## src/rtl/sign_ext_pkg.sv

```systemverilog
// Extension modes and instruction field widths shared by the sign-extension pipe.
package sign_ext_pkg;

  typedef enum logic [2:0] {
    SIMM13   = 3'd0,
    DISP22   = 3'd1,
    DISP30   = 3'd2,
    DISP30X4 = 3'd3,
    SETHI    = 3'd4,
    DISP22X4 = 3'd5
  } mode_e;

  localparam int SIMM13_W = 13;
  localparam int DISP22_W = 22;
  localparam int DISP30_W = 30;

endpackage

```

## src/rtl/sign_ext_fifo.sv

```systemverilog
// Generic FIFO. Pop data is combinational from the head entry; no push/pop bypass.
// Push is ignored when full and pop when empty; the storage array is not reset.
module sign_ext_fifo #(
  parameter int W     = 33,
  parameter int DEPTH = 2
) (
  input  logic         clk,
  input  logic         rst_n,
  input  logic         push_vld,
  input  logic [W-1:0] push_dat,
  output logic         full,
  input  logic         pop_rdy,
  output logic [W-1:0] pop_dat,
  output logic         empty
);

  localparam int AW = (DEPTH > 1) ? $clog2(DEPTH) : 1;
  localparam int CW = AW + 1;

  logic [W-1:0]  mem [DEPTH];
  logic [AW-1:0] wr_q, wr_d, rd_q, rd_d;
  logic [CW-1:0] cnt_q, cnt_d;
  logic          push, pop;

  assign full    = (cnt_q == CW'(DEPTH));
  assign empty   = (cnt_q == '0);
  assign push    = push_vld && !full;
  assign pop     = pop_rdy && !empty;
  assign pop_dat = mem[rd_q];

  // Pointers wrap naturally because DEPTH is a power of two.
  always_comb begin
    wr_d  = wr_q;
    rd_d  = rd_q;
    cnt_d = cnt_q;
    if (push) wr_d = wr_q + AW'(1);
    if (pop)  rd_d = rd_q + AW'(1);
    case ({push, pop})
      2'b10:   cnt_d = cnt_q + CW'(1);
      2'b01:   cnt_d = cnt_q - CW'(1);
      default: cnt_d = cnt_q;
    endcase
  end

  always_ff @(posedge clk or negedge rst_n) begin
    if (!rst_n) begin
      wr_q  <= '0;
      rd_q  <= '0;
      cnt_q <= '0;
    end else begin
      wr_q  <= wr_d;
      rd_q  <= rd_d;
      cnt_q <= cnt_d;
    end
  end

  always_ff @(posedge clk) begin
    if (push) mem[wr_q] <= push_dat;
  end

endmodule

```

## src/rtl/sign_ext_pipe.sv

```systemverilog
// Instruction immediate extender: one-cycle latency through a FIFO, in_ready = not full.
// SIGN_EXT_ERR_EN adds out_err, flagging sel 6/7, carried alongside each entry.
module sign_ext_pipe
  import sign_ext_pkg::*;
#(
  parameter int DATA_W     = 32,
  parameter int FIFO_DEPTH = 2
) (
  input  logic              clk,
  input  logic              rst_n,
  input  logic              in_valid,
  output logic              in_ready,
  input  logic [31:0]       ir,
  input  logic [2:0]        sel,
  output logic              out_valid,
  input  logic              out_ready,
`ifdef SIGN_EXT_ERR_EN
  output logic              out_err,
`endif
  output logic [DATA_W-1:0] out_data
);

`ifdef SIGN_EXT_ERR_EN
  localparam int EW = DATA_W + 1;
`else
  localparam int EW = DATA_W;
`endif

  logic [DATA_W-1:0] ext;
  logic [EW-1:0]     push_dat, head;
  logic              full, empty;
  logic              up_q, up_d;

  always_comb begin
    ext = '0;
    case (sel)
      SIMM13: begin
        ext = {DATA_W{ir[SIMM13_W-1]}};
        ext[SIMM13_W-1:0] = ir[SIMM13_W-1:0];
      end
      DISP22: begin
        ext = {DATA_W{ir[DISP22_W-1]}};
        ext[DISP22_W-1:0] = ir[DISP22_W-1:0];
      end
      DISP30: begin
        ext = {DATA_W{ir[DISP30_W-1]}};
        ext[DISP30_W-1:0] = ir[DISP30_W-1:0];
      end
      DISP30X4: begin
        ext = {DATA_W{ir[DISP30_W-1]}};
        ext[DISP30_W+1:0] = {ir[DISP30_W-1:0], 2'b00};
      end
      SETHI: begin
        ext = '0;
        ext[31:10] = ir[DISP22_W-1:0];
      end
      DISP22X4: begin
        ext = {DATA_W{ir[DISP22_W-1]}};
        ext[DISP22_W+1:0] = {ir[DISP22_W-1:0], 2'b00};
      end
      default: ext = '0;
    endcase
  end

`ifdef SIGN_EXT_ERR_EN
  assign push_dat = {(sel[2] & sel[1]), ext};
  assign out_err  = empty ? 1'b0 : head[DATA_W];
`else
  assign push_dat = ext;
`endif

  // in_ready stays low through reset and rises on the first edge after release.
  assign up_d      = 1'b1;
  assign in_ready  = up_q && !full;
  assign out_valid = !empty;
  assign out_data  = empty ? '0 : head[DATA_W-1:0];

  always_ff @(posedge clk or negedge rst_n) begin
    if (!rst_n) up_q <= 1'b0;
    else        up_q <= up_d;
  end

  sign_ext_fifo #(
    .W     (EW),
    .DEPTH (FIFO_DEPTH)
  ) u_fifo (
    .clk      (clk),
    .rst_n    (rst_n),
    .push_vld (in_valid && in_ready),
    .push_dat (push_dat),
    .full     (full),
    .pop_rdy  (out_ready),
    .pop_dat  (head),
    .empty    (empty)
  );

endmodule

```

## config.mk

```make
export PLATFORM = sky130hd
export DESIGN_NAME = sign_ext_pipe
export DESIGN_NICKNAME = d
export VERILOG_FILES = /design/src/rtl/sign_ext_pkg.sv /design/src/rtl/sign_ext_fifo.sv /design/src/rtl/sign_ext_pipe.sv
export SDC_FILE = /design/constraint.sdc
export NUM_CORES = 1
export LEC_CHECK = 0
export CORE_MARGIN = 2
export CORE_UTILIZATION = 30
export CTS_CLUSTER_SIZE = 16
export DETAILED_ROUTE_END_ITERATION = 16
export PLACE_DENSITY_LB_ADDON = 0.12
export SETUP_SLACK_MARGIN = 0.02
export SLEW_MARGIN = 40
export SYNTH_ARGS = -nofsm -noshare
export SYNTH_HDL_FRONTEND = slang
export SYNTH_SLANG_ARGS = --single-unit
```

## constraint.sdc

```tcl
create_clock -name clk -period 7.5 [get_ports clk]
set_input_delay 1.875 -clock clk [delete_from_list [all_inputs] [get_ports clk]]
set_output_delay 1.875 -clock clk [all_outputs]
set_load 0.005 [all_outputs]
```

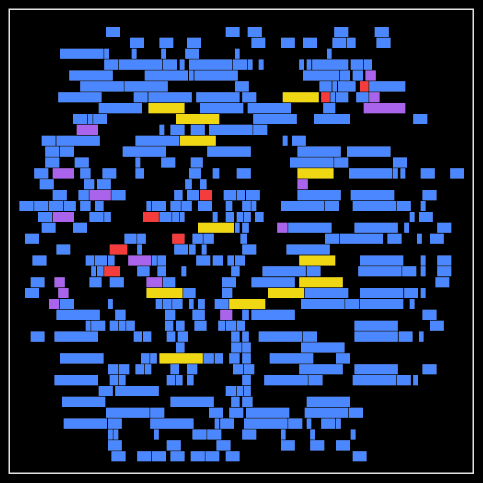
sizes.png
Scale: 4 px per um.
Key: _6 and larger = yellow [cells 12, share 3.2%, most used clkbuf_16]; _0 and _1 cells = blue [cells 346, share 91%, most used clkdlybuf4s50_1]; _2 cells = red [cells 7, share 1.8%]; _3 and _4 cells = purple [cells 15, share 3.9%, most used buf_4]

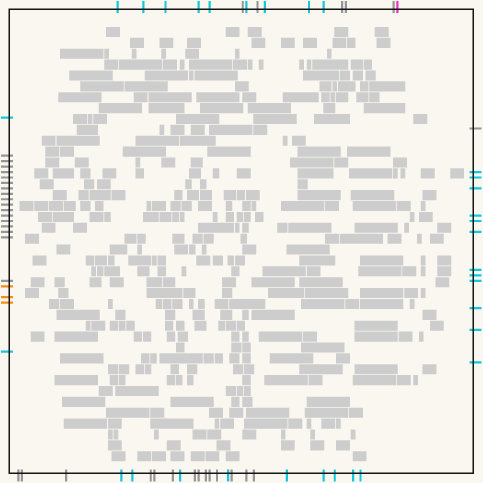
io_placement.png
Scale: 4 px per um. Pins as bars across the die edge, other pins in grey.
Key: sel = orange [pins 3, direction input, edge west]; in_ready = magenta [pins 1, direction output, edge north]; out_data = cyan [pins 32, direction output, edge 12 east, 9 south, 9 north, 2 west]
die height: 116 um
I/O Buffers: 70

==> results_dict.tcl <==
# collected from the flow reports
set metrics [dict create \
    status "finished, final reports clean" \
    synth.distinct_cells 50 \
    layout.nets 415 \
    warnings 28 \
    top_cell "edfxtp_1" \
    rrSetupSlack_ps 5550 \
    edf_count 64 \
    cts_resized 0 \
    postSynthCellCount 313 \
    yosys_cells 313 \
    final_cell_mix "clkdlybuf4s50_1 (69), edfxtp_1 (64), mux2i_1 (43)" \
    rsz0062_at_grt "no" \
    crit_cells 4 \
    avgSynthCellArea_sq_um 11.9 \
    grt_pass1_vias 2545 \
    drc_errors 0 \
    crit_start "u_fifo.cnt_q[0]" \
    cts-htree-levels 3 \
    flops 69 \
    powerComb_mw 0.498 \
    ys_sh_simple 0.116 \
    area_share_clock_buf_inv 0.0693 \
    power.share.sequential 0.364 \
    cts_tree "done" \
    min_from "u_fifo.wr_q" \
    io_pins 73 \
    power_frac_comb 0.326 \
    yosysTopAreaCell "edfxtp_1" \
    grt_max_degree 48 \
    max_freq_mhz 246 \
    worstSetupEndpointType "primary output" \
    wl_per_cell_um 16.4 \
    ys_async_sr_fraction 0.0725 \
    cp_top_family "buffers and inverters" \
    required_ps 5620 \
    nWellTaps 168 \
    power_sequential_mw 0.556 \
    drive_gt1_frac 0.0895 \
    synthTopCellsByArea "edfxtp_1 (51%), mux2i_1 (12%), nor2_1 (4.0%)" \
    clkTransAtPathRegs_ps 60 \
    ctsLongestPathBuffers 2 \
    grt-ovfl-total 0 \
    clkbuf_count 9 \
    die_w_um 116 \
    max-slew-margin-rel 0.590 \
    cp_slowest_stage_delay_ps 530 \
    timing.rr.end "u_fifo.cnt_q[1]" \
]
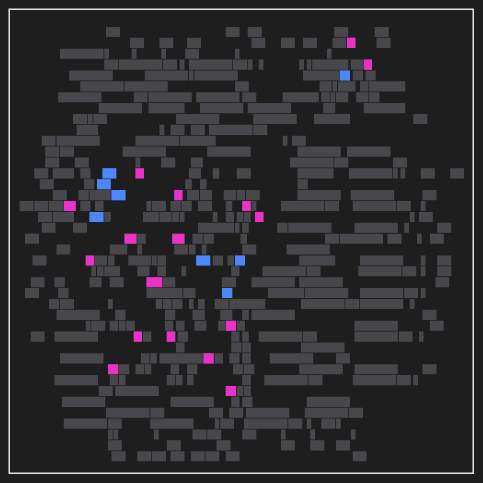
logic_types.png
Scale: 4 px per um.
Key: non-inverting ao/oa cells = blue [cells 8, most used a221o_1]; and/or cells = magenta [cells 17]

==> through the flow <==
stage,std cells,power (mW),setup slack [ps],util,instance area [sq um]
final,548,1.53,3440,0.404,4900
after global routing,548,1.62,3240,0.404,4900
after CTS,548,1.56,3340,0.404,4890
after detailed placement,532,1.08,3440,0.376,4550
after global placement,532,1.07,3470,0.376,4550
after floorplan,313,0.800,3690,-,3740
==> registers in the layout, indices dropped and copies added, names as in the netlist <==
register / cells
u_fifo.cnt_q: 2
u_fifo.mem: 64
u_fifo.rd_q: 1
u_fifo.wr_q: 1
up_q: 1
==> layer usage <==
layer | vias up | routed length [um]
li1 | 1311 | -
met1 | 1283 | 4350
met2 | 67 | 4180
met3 | 9 | 347
met4 | 0 | 122
met5 | - | 0
No activity file was given, so power comes from the tool's default toggle rates.
